Cell placement:
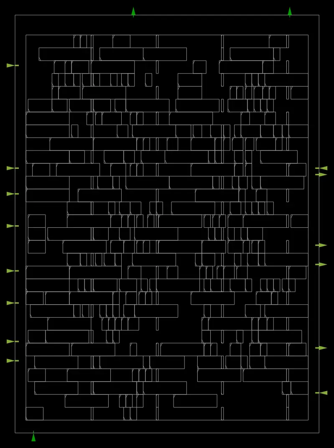
Wire density map:
13 x 18 tiles, from black (low) to pale yellow (high), scaled to the fullest tile. Values are wire area over tile area, all layers added.
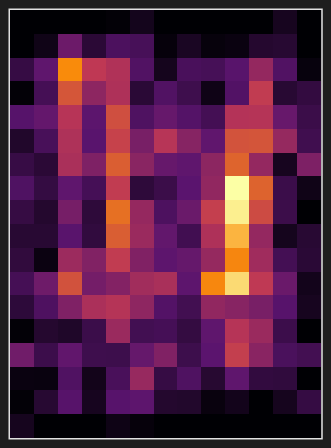
Cells coloured by class:
Scale bar: 20 microns. Fill, decap, tap and diode cells in grey.
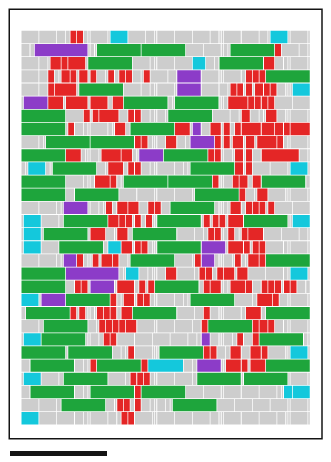
Signal wires by layer:
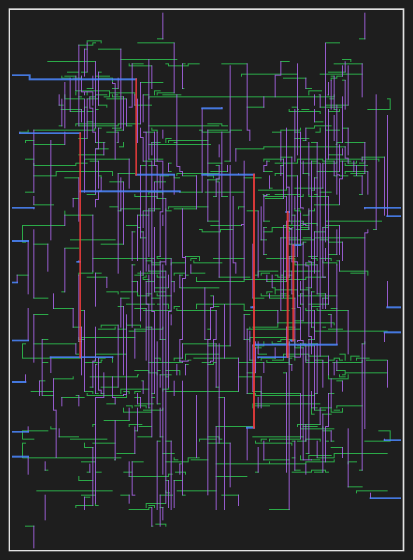
Metal 1:
Supply wires on this layer in grey.
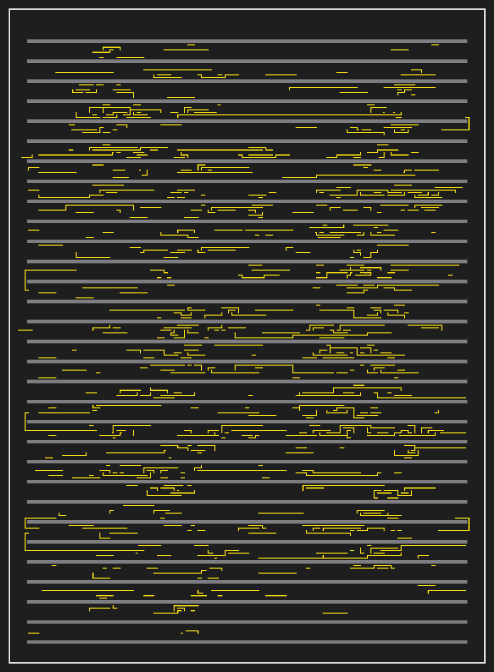
## src/rtl/memory_game_pkg.sv

```systemverilog
// rtl/memory_game_pkg.sv - shared constants, button FSM states and encode helpers for the memory game
//
// Purpose : button/LED count and code width shared by the display, shift
//           register, input handler and button encoder; button FSM state
//           type; one-hot helpers used by the encoder.
// Ports   : none (package).

package memory_game_pkg;

   localparam int NUM_BTNS = 8;
   localparam int CODE_W   = $clog2(NUM_BTNS);

   typedef enum logic [1:0] {
      IDLE     = 2'd0,
      HELD     = 2'd1,
      WAIT_REL = 2'd2
   } btn_state_t;

   // Index of the set bit; only meaningful when vec is one-hot.
   function automatic logic [CODE_W-1:0] onehot_to_idx(input logic [NUM_BTNS-1:0] vec);
      logic [CODE_W-1:0] idx;
      idx = '0;
      for (int i = 0; i < NUM_BTNS; i++) begin
         if (vec[i]) begin
            idx = idx | CODE_W'(i);
         end
      end
      return idx;
   endfunction

   // Exactly one bit set: non-zero and clearing the lowest set bit leaves zero.
   function automatic logic is_onehot(input logic [NUM_BTNS-1:0] vec);
      return (vec != '0) && ((vec & (vec - NUM_BTNS'(1))) == '0);
   endfunction

endpackage

```

## src/rtl/btn_sync_debounce.sv

```systemverilog
// rtl/btn_sync_debounce.sv - two-flop synchroniser and whole-vector debouncer for the buttons
//
// Purpose : brings raw buttons into the clock domain and only lets the
//           vector through once it has been stable for DEBOUNCE_CYCLES.
// Ports   : clk       - system clock
//           rst_n     - asynchronous active-low reset
//           btn_i     - raw asynchronous buttons, active-high
//           deb_o     - debounced button vector
//           deb_any_o - high while deb_o is non-zero (same cycle as deb_o)
//           deb_upd_o - one-cycle pulse in the cycle deb_o was (re)written

module btn_sync_debounce #(
   parameter int WIDTH           = 8,
   parameter int DEBOUNCE_CYCLES = 16
) (
   input  logic             clk,
   input  logic             rst_n,
   input  logic [WIDTH-1:0] btn_i,
   output logic [WIDTH-1:0] deb_o,
   output logic             deb_any_o,
   output logic             deb_upd_o
);

   localparam int              CNT_W   = $clog2(DEBOUNCE_CYCLES);
   localparam logic [CNT_W-1:0] CNT_MAX = CNT_W'(DEBOUNCE_CYCLES - 1);
   localparam logic [CNT_W-1:0] CNT_HIT = CNT_W'(DEBOUNCE_CYCLES - 2);

   logic [WIDTH-1:0] meta_q;
   logic [WIDTH-1:0] sync_q;
   logic [WIDTH-1:0] cand_q;
   logic [WIDTH-1:0] deb_q;
   logic [CNT_W-1:0] cnt_q;
   logic [CNT_W-1:0] cnt_d;
   logic             deb_any_q;
   logic             deb_upd_q;
   logic             stable;
   logic             hit;

   assign stable = (sync_q == cand_q);
   // The counter passes CNT_HIT exactly once per stable run, so deb is written once per run.
   assign hit    = stable && (cnt_q == CNT_HIT);

   always_comb begin
      cnt_d = cnt_q;
      if (!stable) begin
         cnt_d = '0;
      end else if (cnt_q != CNT_MAX) begin
         cnt_d = cnt_q + CNT_W'(1);
      end
   end

   always_ff @(posedge clk or negedge rst_n) begin
      if (!rst_n) begin
         meta_q    <= '0;
         sync_q    <= '0;
         cand_q    <= '0;
         deb_q     <= '0;
         cnt_q     <= '0;
         deb_any_q <= 1'b0;
         deb_upd_q <= 1'b0;
      end else begin
         meta_q    <= btn_i;
         sync_q    <= meta_q;
         cand_q    <= sync_q;
         cnt_q     <= cnt_d;
         deb_upd_q <= hit;
         if (hit) begin
            deb_q     <= cand_q;
            deb_any_q <= |cand_q;
         end
      end
   end

   assign deb_o     = deb_q;
   assign deb_any_o = deb_any_q;
   assign deb_upd_o = deb_upd_q;

endmodule

```

## src/rtl/button_encoder.sv

```systemverilog
// rtl/button_encoder.sv - debounced push-button to 3-bit code encoder with chord rejection
//
// Purpose : turns one clean button press into a code plus a one-cycle
//           valid strobe; chords are rejected and flagged.
// Ports   : clk         - system clock
//           rst_n       - asynchronous active-low reset
//           en          - accept new presses (only sampled in IDLE)
//           btn         - raw asynchronous buttons, active-high
//           code        - index of the last accepted button, held
//           code_valid  - one-cycle pulse per accepted press
//           multi_press - one-cycle pulse when a chord is detected
//           btn_down    - high while the debounced vector is non-zero

module button_encoder #(
   parameter int NUM_BTNS        = memory_game_pkg::NUM_BTNS,
   parameter int CODE_W          = memory_game_pkg::CODE_W,
   parameter int DEBOUNCE_CYCLES = 16
) (
   input  logic                clk,
   input  logic                rst_n,
   input  logic                en,
   input  logic [NUM_BTNS-1:0] btn,
   output logic [CODE_W-1:0]   code,
   output logic                code_valid,
   output logic                multi_press,
   output logic                btn_down
);

   import memory_game_pkg::*;

   logic [NUM_BTNS-1:0] deb;
   logic                deb_any;
   logic                deb_upd;

   // deb_r_q is a pipeline stage between the debouncer and the FSM; it sets
   // press-to-strobe latency at DEBOUNCE_CYCLES+3 edges.
   logic [NUM_BTNS-1:0] deb_r_q;
   // Armed once a zero vector has been confirmed by the debouncer. A button
   // held through reset rises out of a zero that was never debounced, so it
   // is parked in WAIT_REL instead of being accepted.
   logic                armed_q;

   btn_state_t          state_q,      state_d;
   logic [NUM_BTNS-1:0] held_q,       held_d;
   logic [CODE_W-1:0]   code_q,       code_d;
   logic                code_valid_q, code_valid_d;
   logic                multi_q,      multi_d;

   btn_sync_debounce #(
      .WIDTH          (NUM_BTNS),
      .DEBOUNCE_CYCLES(DEBOUNCE_CYCLES)
   ) u_debounce (
      .clk      (clk),
      .rst_n    (rst_n),
      .btn_i    (btn),
      .deb_o    (deb),
      .deb_any_o(deb_any),
      .deb_upd_o(deb_upd)
   );

   always_comb begin
      state_d      = state_q;
      held_d       = held_q;
      code_d       = code_q;
      code_valid_d = 1'b0;
      multi_d      = 1'b0;
      unique case (state_q)
         IDLE: begin
            if (deb_r_q != '0) begin
               if (!en || !armed_q) begin
                  state_d = WAIT_REL;
               end else if (is_onehot(deb_r_q)) begin
                  code_d       = onehot_to_idx(deb_r_q);
                  code_valid_d = 1'b1;
                  held_d       = deb_r_q;
                  state_d      = HELD;
               end else begin
                  multi_d = 1'b1;
                  state_d = WAIT_REL;
               end
            end
         end
         HELD: begin
            if (deb_r_q == '0) begin
               state_d = IDLE;
            end else if (deb_r_q != held_q) begin
               // Extra bit or a swap to another button without a release.
               multi_d = 1'b1;
               state_d = WAIT_REL;
            end
         end
         WAIT_REL: begin
            if (deb_r_q == '0) begin
               state_d = IDLE;
            end
         end
         default: begin
            state_d = IDLE;
         end
      endcase
   end

   always_ff @(posedge clk or negedge rst_n) begin
      if (!rst_n) begin
         deb_r_q      <= '0;
         armed_q      <= 1'b0;
         state_q      <= IDLE;
         held_q       <= '0;
         code_q       <= '0;
         code_valid_q <= 1'b0;
         multi_q      <= 1'b0;
      end else begin
         deb_r_q      <= deb;
         armed_q      <= armed_q | (deb_upd & ~(|deb));
         state_q      <= state_d;
         held_q       <= held_d;
         code_q       <= code_d;
         code_valid_q <= code_valid_d;
         multi_q      <= multi_d;
      end
   end

   assign code        = code_q;
   assign code_valid  = code_valid_q;
   assign multi_press = multi_q;
   assign btn_down    = deb_any;

endmodule

```

## config.mk

```make
export PLATFORM = sky130hd
export DESIGN_NAME = button_encoder
export DESIGN_NICKNAME = d
export VERILOG_FILES = /design/src/rtl/memory_game_pkg.sv /design/src/rtl/btn_sync_debounce.sv /design/src/rtl/button_encoder.sv
export SDC_FILE = /design/constraint.sdc
export NUM_CORES = 1
export LEC_CHECK = 0
export ABC_AREA = 1
export CORE_ASPECT_RATIO = 1.4
export CORE_MARGIN = 2
export CORE_UTILIZATION = 50
export CTS_CLUSTER_SIZE = 14
export DETAILED_ROUTE_END_ITERATION = 10
export PLACE_DENSITY = 0.69
export SLEW_MARGIN = 20
export SYNTH_ARGS = -nofsm -noshare
export SYNTH_HDL_FRONTEND = slang
export SYNTH_HIERARCHICAL = 1
export SYNTH_SLANG_ARGS = --single-unit
```

## constraint.sdc

```tcl
create_clock -name clk -period 2.3 [get_ports clk]
set_clock_uncertainty 0.15 [all_clocks]
set_input_delay 0.345 -clock clk [delete_from_list [all_inputs] [get_ports clk]]
set_output_delay 0.345 -clock clk [all_outputs]
set_load 0.03 [all_outputs]
```

==> out/metrics.yaml <==
drv_cap: 0
die_w_microns: 64.4
dieArea_sq_um: 5700
die_y_microns: 88.5
drive_gt1_frac: 0.158
edf_count: 0
ant_nets: 0
post_drt_wl_per_cell_microns: 12.0
leakagePower_nw: 1.55
status: "finished, final reports clean"
cp_max_fo: 2
core_sq_um: 4880
reg2regPathDepth: 9
finalSetupTns_ns: 0
ctsHoldBuffers: 1
final_nets: 299
setup_viol: 0
netlist_area_sq_um: 2550
antennaDiodeCount: 0
ys_ff: 62
grt_antenna_before_repair: 0
crit_cells: 1
r2r-end: "held_q[2]"
cts.sinks: 62
grt_max_degree: 28
routed_via_density: 4.85
Back to the opening pictures, 'cell placement':
sequential share of cell area: 0.511
flop count: 62
fillers: 411
Finished Layout Cells: 355
# Taps: 64

Back to the opening pictures, 'wire density map':
mean over tiles: 0.12
tiles over half the peak: 11%
densest ninth of the die: right middle
fullest tile: 0.49
nearly empty tiles: 14%

Back to the opening pictures, 'cells coloured by class':
[purple] clock drivers and dummy loads | cells: 16 | share of their area: 7.5%
[red] remaining logic cells | cells: 192 | share of their area: 33%
[green] registers | cells: 62 | share of their area: 52%
[cyan] remaining buffers and delay cells | cells: 21 | share of their area: 7.0%

Back to the opening pictures, 'signal wires by layer':
[red] M4 | wire length: 133 microns
[blue] M3 | wire length: 133 microns
[green] M1 | wire length: 1640 microns
[purple] M2 | wire length: 2350 microns

Back to the opening pictures, 'metal 1':
longest straight run: 30.4 microns
wire length on this layer: 1640 microns

==> Yosys cell counts (2+ instances only) <==
cell,count,area share
dfrtp_1,62,0.61
xnor2_1,10,0.034
ha_1,2,0.0098
nand2_1,90,0.13
buf_4,2,0.0059
inv_1,22,0.032
o21ai_0,3,0.0059
nand4_1,11,0.027
nand3_1,5,0.0098
a21oi_1,2,0.0039
nand2_2,7,0.017
nor4_1,3,0.0074
nor2_1,14,0.021
nor2_2,4,0.0098
nor2_4,5,0.022
==> where the power goes <==
| group | internal (mW) | switching [mW] | leakage (nW) |
|---|---|---|---|
| sequential | 1.11 | 0.0144 | 0.811 |
| combinational | 0.0314 | 0.0383 | 0.633 |
| clock | 0.635 | 0.412 | 0.108 |
| total | 1.78 | 0.465 | 1.55 |
==> kinds of logic after synthesis <==
logic type | Yosys count | share of synthesized area
compound gates | 9 | 0.0226
xor+xnor | 11 | 0.0377
fa+ha+maj | 2 | 0.00980
buf+inv | 26 | 0.0441
flops | 62 | 0.608
mux | 1 | 0.00392
simple gates | 146 | 0.274
==> layer usage <==
| layer | routed length (microns) | part of all wire | track usage |
|---|---|---|---|
| met1 | 1640 | 0.38 | 0.178 |
| met2 | 2350 | 0.55 | 0.334 |
| met3 | 132 | 0.031 | 0.0394 |
| met4 | 133 | 0.031 | 0.106 |
| met5 | 0 | 0 | 0 |
==> stage by stage <==
| stage | setup WS [ns] | util | power (mW) | hold WS (ns) |
|---|---|---|---|---|
| detailed placement | 0.390 | 0.575 | 1.22 | 0.187 |
| floorplan | 0.788 | - | 1.17 | -0.101 |
| finish | 0.399 | 0.622 | 2.24 | 0.198 |
| global route | 0.303 | 0.622 | 2.32 | 0.206 |
| CTS | 0.369 | 0.622 | 2.28 | 0.200 |
| global placement | 0.432 | 0.575 | 1.21 | 0.183 |
Power and IR drop assume default switching activity.
